==> src/rtl/prbs_multi_gen.sv <==
// prbs_multi_gen
// Multi-lane PRBS pattern source with per-lane single-bit error injection.
// One shared LFSR (PRBS7/15/23/31, selected at reset/restart) produces WIDTH
// bits per clock. That word is fanned out to NCH lanes. Each lane can have a
// bit flipped on a one-shot or periodic event, and each lane keeps a
// saturating count of the errors injected into it.
//
// Ports
//   clk          clock, rising edge
//   reset        synchronous, active-high
//   restart      pulse: reseed LFSR, relatch poly_sel, clear period counter
//   poly_sel     00 PRBS7, 01 PRBS15, 10 PRBS23, 11 PRBS31
//   inj_mode     bit0 one-shot enable, bit1 periodic enable
//   inj_trig     one-shot request pulse
//   inj_period   periodic interval in cycles (0 disables periodic)
//   inj_ch_mask  lanes that receive injections
//   inj_bit      bit index flipped (0 = LSB)
//   data_out     lane k at [k*WIDTH +: WIDTH]
//   data_valid   data_out holds a sequence word
//   inj_flag     lane k's current word carries an injected error
//   inj_count    lane k at [k*CNT_W +: CNT_W], saturating
module prbs_multi_gen #(
   parameter int WIDTH = 32,
   parameter int NCH   = 4,
   parameter int CNT_W = 16
) (
   input  logic                     clk,
   input  logic                     reset,
   input  logic                     restart,
   input  logic [1:0]               poly_sel,
   input  logic [1:0]               inj_mode,
   input  logic                     inj_trig,
   input  logic [31:0]              inj_period,
   input  logic [NCH-1:0]           inj_ch_mask,
   input  logic [$clog2(WIDTH)-1:0] inj_bit,
   output logic [NCH*WIDTH-1:0]     data_out,
   output logic                     data_valid,
   output logic [NCH-1:0]           inj_flag,
   output logic [NCH*CNT_W-1:0]     inj_count
);

   // State bit 0 is the most recent sequence bit; bit k is k+1 bits back.
   // 31 bits cover the longest polynomial; shorter ones ignore the upper bits.
   localparam logic [30:0] SEED = '1;

   logic [30:0]      lfsr_reg;
   logic [30:0]      lfsr_next;
   logic [1:0]       poly_reg;
   logic [1:0]       poly_use;
   logic [30:0]      step_src;
   logic [WIDTH-1:0] word_next;
   logic             valid_reg;
   logic [31:0]      cnt_reg;
   logic [31:0]      cnt_next;
   logic             per_run;
   logic             per_hit;
   logic             one_hit;
   logic             inj_event;
   logic [WIDTH-1:0] flip_mask;

   // A restart produces the first word of the newly selected sequence in the
   // same edge, so the step starts from the seed with the incoming poly_sel.
   assign step_src = restart ? SEED : lfsr_reg;
   assign poly_use = restart ? poly_sel : poly_reg;

   // One unrolled WIDTH-bit step per polynomial; earliest bit lands in the MSB.
   for (genvar gi = 0; gi < 4; gi++) begin : g_poly
      localparam int N_TAP = (gi == 0) ? 7 : (gi == 1) ? 15 : (gi == 2) ? 23 : 31;
      localparam int M_TAP = (gi == 0) ? 6 : (gi == 1) ? 14 : (gi == 2) ? 18 : 28;
      logic [WIDTH-1:0] word;
      logic [30:0]      state;
      always_comb begin
         logic [30:0] s;
         logic        nb;
         s    = step_src;
         nb   = 1'b0;
         word = '0;
         for (int i = 0; i < WIDTH; i++) begin
            nb                = s[N_TAP-1] ^ s[M_TAP-1];
            word[WIDTH-1-i]   = nb;
            s                 = {s[29:0], nb};
         end
         state = s;
      end
   end

   always_comb begin
      word_next = g_poly[0].word;
      lfsr_next = g_poly[0].state;
      case (poly_use)
         2'd1: begin
            word_next = g_poly[1].word;
            lfsr_next = g_poly[1].state;
         end
         2'd2: begin
            word_next = g_poly[2].word;
            lfsr_next = g_poly[2].state;
         end
         2'd3: begin
            word_next = g_poly[3].word;
            lfsr_next = g_poly[3].state;
         end
         default: ;
      endcase
   end

   // Period counter: idles at 0 while periodic injection is off, so counting
   // always starts from 0. A shrink of inj_period below the current count
   // wraps it to 0 without an event (the >= compare covers that case).
   assign per_run   = inj_mode[1] && (inj_period != 32'd0);
   assign per_hit   = per_run && (cnt_reg == inj_period - 32'd1);
   assign one_hit   = inj_mode[0] && inj_trig;
   assign inj_event = !restart && (per_hit || one_hit);
   assign flip_mask = {{(WIDTH-1){1'b0}}, 1'b1} << inj_bit;

   always_comb begin
      cnt_next = cnt_reg + 32'd1;
      if (restart || !per_run || (cnt_reg >= inj_period - 32'd1)) begin
         cnt_next = '0;
      end
   end

   always_ff @(posedge clk) begin
      if (reset) begin
         lfsr_reg  <= SEED;
         poly_reg  <= poly_sel;
         cnt_reg   <= '0;
         valid_reg <= 1'b0;
      end else begin
         lfsr_reg  <= lfsr_next;
         if (restart) begin
            poly_reg <= poly_sel;
         end
         cnt_reg   <= cnt_next;
         valid_reg <= 1'b1;
      end
   end

   assign data_valid = valid_reg;

   // Per-lane output word, flag and saturating injection count.
   for (genvar gi = 0; gi < NCH; gi++) begin : g_lane
      logic             hit;
      logic [WIDTH-1:0] data_reg;
      logic             flag_reg;
      logic [CNT_W-1:0] count_reg;

      assign hit = inj_event && inj_ch_mask[gi];

      always_ff @(posedge clk) begin
         if (reset) begin
            data_reg  <= '0;
            flag_reg  <= 1'b0;
            count_reg <= '0;
         end else begin
            data_reg <= word_next ^ (hit ? flip_mask : '0);
            flag_reg <= hit;
            if (hit && (count_reg != {CNT_W{1'b1}})) begin
               count_reg <= count_reg + 1'b1;
            end
         end
      end

      assign data_out[gi*WIDTH +: WIDTH]  = data_reg;
      assign inj_flag[gi]                 = flag_reg;
      assign inj_count[gi*CNT_W +: CNT_W] = count_reg;
   end

endmodule

==> config.mk <==
export PLATFORM = sky130hd
export DESIGN_NAME = prbs_multi_gen
export DESIGN_NICKNAME = d
export VERILOG_FILES = /design/src/rtl/prbs_multi_gen.sv
export SDC_FILE = /design/constraint.sdc
export NUM_CORES = 1
export LEC_CHECK = 0
export CORE_ASPECT_RATIO = 1.2
export CORE_MARGIN = 3
export CORE_UTILIZATION = 58
export DETAILED_ROUTE_END_ITERATION = 12
export PLACE_DENSITY = 0.87
export SLEW_MARGIN = 20
export SYNTH_ARGS = -nofsm -noshare
export SYNTH_HDL_FRONTEND = slang
export SYNTH_SLANG_ARGS = --single-unit
==> constraint.sdc <==
create_clock -name clk -period 13 [get_ports clk]
set_clock_uncertainty 0.05 [all_clocks]
set_input_delay 2.6 -clock clk [delete_from_list [all_inputs] [get_ports clk]]
set_output_delay 2.6 -clock clk [all_outputs]
set_load 0.01 [all_outputs]
Fig. 1: run 1, supply network
The bar under the picture is 50 µm long. Pins as bars on the die edge.
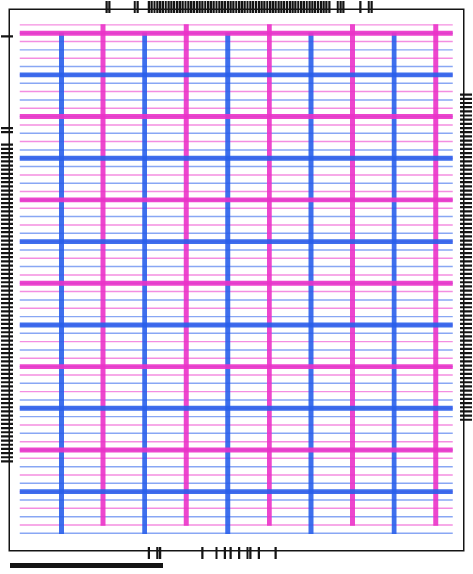
- VDD: magenta
- VSS: blue
- met5 straps: 12
- met4 straps: 10
- rows: 61
- signal pins: 246
- met1 rails: 62

Fig. 2: run 1, placed cells, one colour a class
The bar under the picture is 50 µm long.
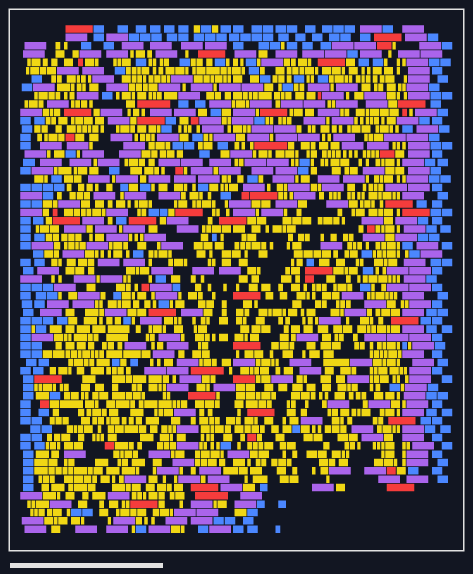
- sequential cells: purple (cells 262; share of their area 31%)
- remaining buffers and delay cells: blue (cells 259; share of their area 15%)
- clock drivers and dummy loads: red (cells 49; share of their area 5.6%)
- remaining logic cells: yellow (cells 1338; share of their area 49%)

Fig. 3: run 1, routed clock nets over the placement
The bar under the picture is 50 µm long.
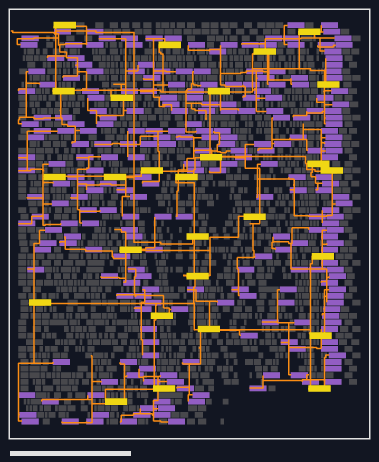
- clock wires: orange (length 3120 µm)
- flip-flops: purple (count 262)
- clock-net drivers: yellow (count 27)
- flops lie: widely spread
- routed clock nets: 28

Fig. 4: run 1, signal wires by layer
Two of the layers only.
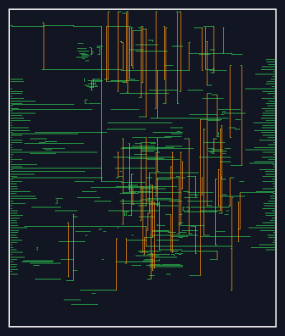
- M3: green (wire length 3580 µm)
- M4: orange (wire length 2360 µm)

[run 1: Yosys cell counts, types with 5 or more instances]
master	number	area share (%)
o22ai_1	11	0.49
clkbuf_1	71	1.9
o21a_1	6	0.32
nor2_1	313	8.4
nor4_1	14	0.63
a211oi_1	8	0.43
and3_1	27	1.2
or2_2	6	0.27
and2_1	9	0.40
a21oi_1	40	1.4
inv_1	14	0.38
nand3_1	130	4.6
nor3_1	30	1.1
ha_1	39	3.5
and4_1	12	0.75
mux2i_1	18	1.3
dfxtp_1	262	37
buf_4	5	0.27
buf_1	18	0.48
nor2b_1	11	0.49
xnor2_1	148	9.3
buf_2	16	0.57
or3_1	5	0.22
o21ai_0	39	1.4
o211ai_1	9	0.48
mux2_2	7	0.56
xor2_1	194	12
nand3b_1	5	0.27
nand2_1	140	3.8
nand2b_1	15	0.67
o21ai_1	6	0.21
nand4_1	39	1.7
[run 1: placed cells by master, fill, tap and decap left out, drive strengths merged, types with 11 or more instances in the layout]
| master | n |
|---|---|
| ha | 39 |
| nor2 | 313 |
| mux2i | 18 |
| o21ai | 46 |
| nor2b | 11 |
| nand2 | 140 |
| xnor2 | 148 |
| clkdlybuf4s50 | 243 |
| nand4 | 39 |
| nor3 | 30 |
| buf | 14 |
| xor2 | 194 |
| clkbuf | 32 |
| and3 | 27 |
| nand3 | 130 |
| o22ai | 11 |
| dfxtp | 262 |
| nor4 | 14 |
| a21oi | 40 |
| nand2b | 15 |
| inv | 20 |
| and4 | 12 |
[run 1: power breakdown]
group / internal [µW] / leakage [µW] / switching (µW) / total [µW]
logic: 276 / 0.00372 / 318 / 593
clock network: 480 / 0.000454 / 349 / 829
registers: 874 / 0.00215 / 79.2 / 953
[run 1: logic make-up (layout without fill, tap and decap cells)]
kind of cell / count (synthesis) / count (layout) / synth area share, %
AND/OR/NAND/NOR: 768 / 768 / 25.25
XOR/XNOR: 343 / 343 / 21.56
flip-flops: 262 / 262 / 37.46
AND-OR/OR-AND: 149 / 149 / 6.558
buffers and inverters: 127 / 322 / 3.842
adder cells (fa/ha/maj): 39 / 39 / 3.485
multiplexers: 25 / 25 / 1.850
[run 1: worst max path at each step]
stage / from / endpoint
after floorplan: inj_period[1] / g_lane[1].count_reg[1]
after CTS: inj_period[2] / g_lane[2].count_reg[13]
after global routing: inj_period[2] / g_lane[2].count_reg[13]
after global placement: inj_period[2] / g_lane[2].count_reg[13]
after detailed placement: inj_period[2] / g_lane[2].count_reg[13]
final: inj_period[2] / g_lane[2].count_reg[13]
[run 1: routing by layer]
metal  global-route usage [%]  wire length, µm  up-vias
met4                    16.06             2360        0
met2                    54.47            20430      690
li1                         -                -     6060
met3                    6.290             3582      171
met1                    36.47            15960     6040
met5                        0                0        -
[run 1: final cells by class]
| type | instances | area (µm²) |
|---|---|---|
| multi-input cells | 1324 | 8280 |
| well taps | 315 | 394.1 |
| clock inverters | 19 | 245.2 |
| fillers | 1717 | 5958 |
| clock buffers | 30 | 706.9 |
| inverters | 14 | 52.55 |
| repair buffers | 259 | 2549 |
| flip-flops and latches | 262 | 5245 |
==> run notes, run 1 <==
impl run done, here's what came out: status=completed, Placer Congestion=0.9658, design area=0.01747 mm², Clk Latency, worst-skew pair=between 0.5 and 0.6 ns, Post-synth ARST share=0%, Post-Syn Instances=1713, worst-path fanout max=98, post-CTS setup buffer count=0, vias per inst=5.830, hold path start=cnt_reg[0], Clock Pin Slew Worst Setup and Hold Paths=~0.060 ns, Antenna diodes=0, Post-synth top flop=dfxtp_1, synthesis area per yosys=between 0.01 and 0.015 mm², CTS tree=done, total grt overflow=0, # clock sinks=between 200 and 300, max reg flops=128, post-route ant nets=0, FMAX=126.3 MHz, MaxCap Viol Count=0, Yosys Instances=approximately 1700, Log Warnings=29, Worst path max stage delay=approximately 0.78 ns, leakage=0.006322 µW, Setup Viol. Count Final=0, hold path depth=1, crit-path cells=clkdlybuf4s50_1 > nor4_1 > nand3_1 > or3_1 > nor4_1 > nand3b_1 > nor4_1 > xnor2_1 > ha_1 > nand3_1 > nor3_1 > nand4_1 > o21ai_4 > buf_4 > nand3b_1 > nor3_1 > mux2_2, GRT Total Usage=a little under a third, Starting DRT DRC Count=1181, WHS=0.4146 ns
Fig. 5: run 1, cell placement
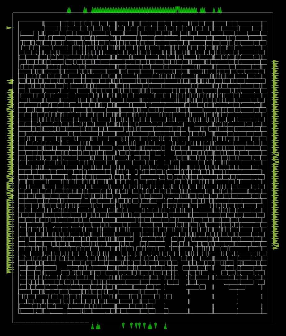

## Run 2: what changed since run 1
- CORE_UTILIZATION: 58 -> 54
- PLACE_DENSITY: 0.87 -> 0.81
- clock period: 13 -> 7.9 ns (I/O delays scaled with it)
Fig. 6: run 2, cell placement
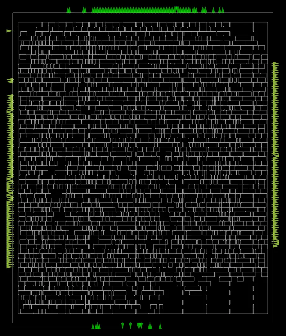
final std cells w/o fill: 2235
TAP cells: 325
core footprint: 0.02515 mm²
flip-flops: 262

==> run notes, run 2 <==
impl run done, here's what came out: worst-path fanout max=69 (-30%), max reg flops=128 (unchanged), Unique cell types=54, Max-slew headroom=27.12%, post-CTS setup buffer count=0 (unchanged), Antenna diodes=0 (unchanged), synthesis area per yosys=0.01400 mm² (unchanged), top-count cell post-synth=nor2_1, GRT Total Usage=29.03% (-2.3 points), # clock sinks=262 (unchanged), fillers=2006 (+17%), leakage=0.006346 µW (+0.38%), Seq share, synth=a little under two fifths, Post-Syn Instances=1713 (unchanged), Post-synth ARST share=0% (unchanged), Clock Pin Slew Worst Setup and Hold Paths=0.06 ns (about the same), Starting DRT DRC Count=910 (-23%), status=completed, Commonest Layout Cell=nor2_1, FMAX=154.1 MHz, Max-area cell share=37.46% (unchanged), total grt overflow=0 (unchanged), post-route ant nets=0 (unchanged), Setup Viol. Count Final=0 (unchanged), worst r2r src=poly_reg[1], hold path depth=1 (unchanged), vias per inst=5.710 (-2.1%), Post-synth top flop=dfxtp_1, RSZ-0062 raised after global routing=false, most frequent cells in the layout=nor2_1, dfxtp_1, clkdlybuf4s50_1, Placer Congestion=0.9915 (+2.7%), Power Total=3924 µW, Yosys Instances=1713 (unchanged), Top cells by area=dfxtp_1, xor2_1, xnor2_1, Log Warnings=29 (unchanged), MaxCap Viol Count=0 (unchanged)
Fig. 7: run 2, supply network
The bar under the picture is 50 µm long. Pins as bars on the die edge.
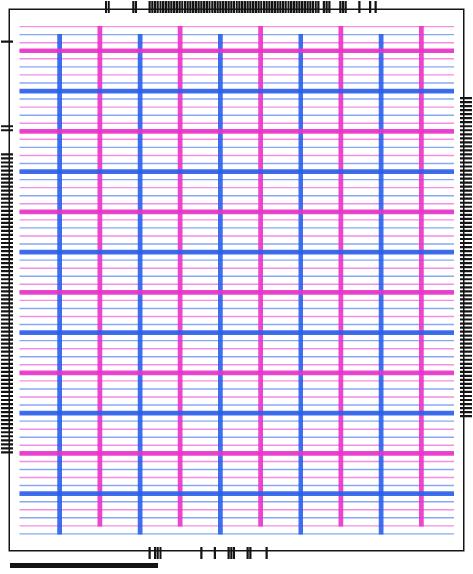
- VDD: magenta
- VSS: blue
- met4 straps: 10
- met5 straps: 12
- met1 rails: 64

[run 2: cell counts after synthesis]
Identical to the previous run, type by type.
[run 2: worst max-delay path by stage]
stage	from	slack, ns	cells after the start	end
after global placement	inj_period[2]	1.32	17	g_lane[0].count_reg[12]
after global routing	inj_period[2]	1.11	17	g_lane[0].count_reg[14]
after detailed placement	inj_period[2]	0.96	17	g_lane[0].count_reg[12]
after floorplan	inj_period[1]	2.63	16	g_lane[1].count_reg[1]
final	inj_period[2]	1.41	17	g_lane[0].count_reg[12]
after CTS	inj_period[2]	1.50	17	g_lane[0].count_reg[7]
[run 2: routing by layer]
metal / global-route usage, % / vias to the layer above / share of wire (%)
li1: - / 6058 / -
met5: 0 / - / 0.031
met2: 50.82 / 538 / 48
met3: 5.645 / 133 / 7.4
met4: 14.51 / 2 / 5.2
met1: 33.91 / 6030 / 39
[run 2: kinds of logic after synthesis]
family / Yosys count / synth area share (%)
simple gates: 768 / 25.25
xor+xnor: 343 / 21.56
flops: 262 / 37.46
compound gates: 149 / 6.558
buf+inv: 127 / 3.842
fa+ha+maj: 39 / 3.485
mux: 25 / 1.850
[run 2: layout make-up]
cell class                      instances  area (µm²)  share of cell area [%]
Multi-Input combinational cell       1324        8285                   47.24
Sequential cell                       262        5245                   29.91
Tap cell                              325       406.6                   2.319
Timing Repair Buffer                  261        2581                   14.72
Clock buffer                           34       732.0                   4.173
Inverter                               14       52.55                  0.2996
Clock inverter                         15       235.2                   1.341
[run 2: worst max-delay path, cell delays in order]
cell             delay, ns
clkdlybuf4s50_1       0.49
nor4_1                0.75
nand3_1               0.20
or3_1                 0.41
nor3_1                0.27
nand2b_1              0.15
nor3_1                0.24
xnor2_1               0.10
ha_1                  0.30
nand4_1               0.15
nor3_1                0.59
nand4_1               0.26
o21ai_4               0.21
buf_4                 0.58
nand2_1               0.16
nor3b_1               0.25
a211oi_1              0.10
[run 2: per-stage QoR]
stage	cell area, µm²	setup WS [ns]	hold slack (ns)	std cells
2_1_floorplan	14000	2.629	0.3762	1713
4_1_cts	17530	1.503	0.4091	2235
6_report	17540	1.409	0.4075	2235
3_3_place_gp	16560	1.317	0.3898	2186
5_1_grt	17540	1.111	0.4659	2235
3_5_place_dp	16560	0.9563	0.3942	2186
[run 2: where the power goes]
group	total (µW)	switching, µW	internal (µW)
Clock	1380	555	827
Sequential	1560	119	1440
Combinational	986	530	456
Total	3920	1200	2720
Fig. 8: run 2, signal wires by layer
Two of the layers only.
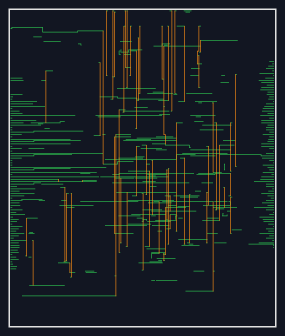

## Run 3: what changed since run 2
- clock period: 7.9 -> 6.2 ns (I/O delays scaled with it)
Fig. 9: run 3, signal wires by layer
Two of the layers only.
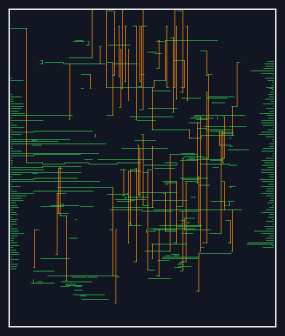
- M4: orange (wire length 2300 µm)
- M3: green (wire length 2900 µm)

Fig. 10: run 3, placed cells, one colour a class
The bar under the picture is 50 µm long.
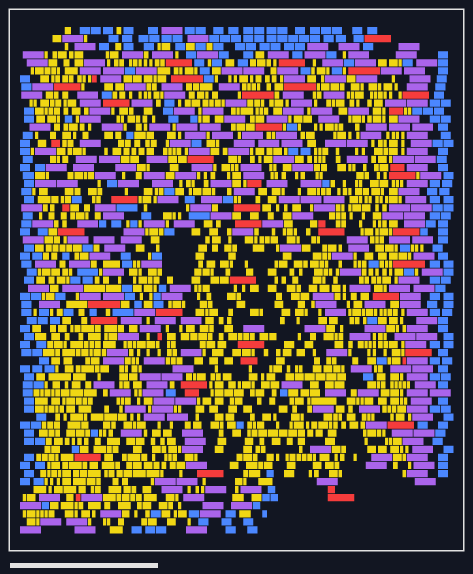
- remaining buffers and delay cells: blue (cells 271; share of their area 16%)
- clock drivers and dummy loads: red (cells 45; share of their area 5.5%)
- remaining logic cells: yellow (cells 1338; share of their area 48%)
- sequential cells: purple (cells 262; share of their area 30%)

==> run notes, run 3 <==
impl run done, here's what came out: crit path from=inj_period[4], post-CTS setup buffer count=0 (unchanged), Flop pwr share=39.9% (+0.2 points), fillers=2003 (-0.15%), switching share of power=30.31% (-0.35 points), Yosys Instances=1713 (unchanged), worst-path fanout max=55 (-20%), switching power=1514 µW (+26%), Seq share, synth=37.46% (unchanged), Post-synth ARST share=0% (unchanged), GRT Total Usage=29.02% (about the same), synthesis area per yosys=0.01400 mm² (unchanged), Log Warnings=27 (-6.9%), total grt overflow=0 (unchanged), RSZ-0062 raised after global routing=false, worst r2r src=poly_reg[0], top-count cell post-synth=nor2_1, most frequent cells in the layout=nor2_1, dfxtp_1, clkdlybuf4s50_1, P_int=3483 µW (+28%), Max-slew headroom=29.92% (+2.8 points), Placer Congestion=0.9620 (-3.0%), Starting DRT DRC Count=1028 (+13%), Clock Power Share=35.1% (about the same), post-route ant nets=0 (unchanged), Post-synth top flop=dfxtp_1, core footprint=0.02515 mm² (unchanged), Setup Viol. Count Final=0 (unchanged), max reg flops=128 (unchanged), Unique cell types=54 (unchanged), Logic pwr share=25.1% (about the same), # clock sinks=262 (unchanged), Commonest Layout Cell=nor2_1, CTS buffer count=26, vias per inst=5.715 (about the same), Max-area cell share=37.46% (unchanged), Clock Pin Slew Worst Setup and Hold Paths=0.06 ns (about the same), FMAX=178.3 MHz, Top cells by area=dfxtp_1, xor2_1, xnor2_1, status=completed
## run 3: cell count changes in the layout (fill, tap and decap cells not counted)
cell	previous run	this run
buf_12	1	4
mux2i_2	2	1
inv_8	1	0
clkinvlp_4	4	3
mux2i_1	16	17
inv_16	1	0
clkinv_8	0	1
bufinv_16	5	6
clkbuf_8	3	4
clkbuf_16	27	26
clkbuf_1	4	1
buf_4	15	22
## run 3: layout make-up
type | instances | area [µm²] | share of cell area, %
Clock buffer | 31 | 709.4 | 4.024
Tap cell | 325 | 406.6 | 2.306
Clock inverter | 14 | 242.7 | 1.377
Sequential cell | 262 | 5245 | 29.75
Inverter | 14 | 52.55 | 0.2980
Multi-Input combinational cell | 1324 | 8282 | 46.97
Timing Repair Buffer | 271 | 2694 | 15.28
## run 3: stage by stage
| stage | instance area (µm²) | std cells | hold slack, ns | util [%] | setup WS (ns) |
|---|---|---|---|---|---|
| global route | 17630 | 2241 | 0.4680 | 70.12 | 0.2391 |
| global placement | 16670 | 2196 | 0.3942 | 66.29 | 0.3407 |
| floorplan | 14000 | 1713 | 0.3762 | - | 1.269 |
| finish | 17630 | 2241 | 0.4120 | 70.12 | 0.5920 |
| detailed placement | 16670 | 2196 | 0.4086 | 66.31 | 0.1662 |
| CTS | 17630 | 2241 | 0.4236 | 70.10 | 0.6802 |
## run 3: metal layers
layer  vias to the layer above  routed length (µm)  global-route usage, %
met5                         -                   0                      0
met4                         0                2302                  14.33
met3                       151                2903                  4.768
met2                       542               20620                  51.04
met1                      6037               16610                  34.33
li1                       6077                   -                      -
## run 3: worst max-delay path: stages
cell,delay [ns]
clkdlybuf4s50_1,0.50
nor4_1,0.51
buf_4,0.22
nand3_1,0.10
or3_1,0.39
nor4_1,0.29
nand3b_1,0.22
nor4_1,0.28
xnor2_1,0.13
ha_1,0.31
nand3_1,0.12
nor3_1,0.24
buf_4,0.18
nand4_1,0.13
o21ai_4,0.36
buf_12,0.29
nand3_1,0.15
xor2_1,0.18
nor2_1,0.08
## run 3: logic make-up (layout without fill, tap and decap cells)
family | after synthesis | count (layout) | share of synthesized area, %
simple gates | 768 | 768 | 25.25
xor+xnor | 343 | 343 | 21.56
flops | 262 | 262 | 37.46
compound gates | 149 | 149 | 6.558
buf+inv | 127 | 330 | 3.842
fa+ha+maj | 39 | 39 | 3.485
mux | 25 | 25 | 1.850
## run 3: power groups by stage
stage | clock network [µW] | logic, µW | registers [µW]
finish | 1750 | 1250 | 1990
global route | 1830 | 1350 | 2000
CTS | 1770 | 1250 | 1990
detailed placement | 0 | 1230 | 2020
global placement | 0 | 1220 | 2030
floorplan | 0 | 766 | 1980
## run 3: worst paths after layout
check | to | slack, ns | depth (start not counted)
worst max-delay path | g_lane[0].data_reg[11] | 0.59 | 19
worst min-delay path | cnt_reg[0] | 0.41 | 1
worst max register to register | g_lane[1].data_reg[10] | 3.10 | 8
worst min register to register | cnt_reg[0] | 0.41 | 1
No activity file was given, so power comes from the tool's default toggle rates.
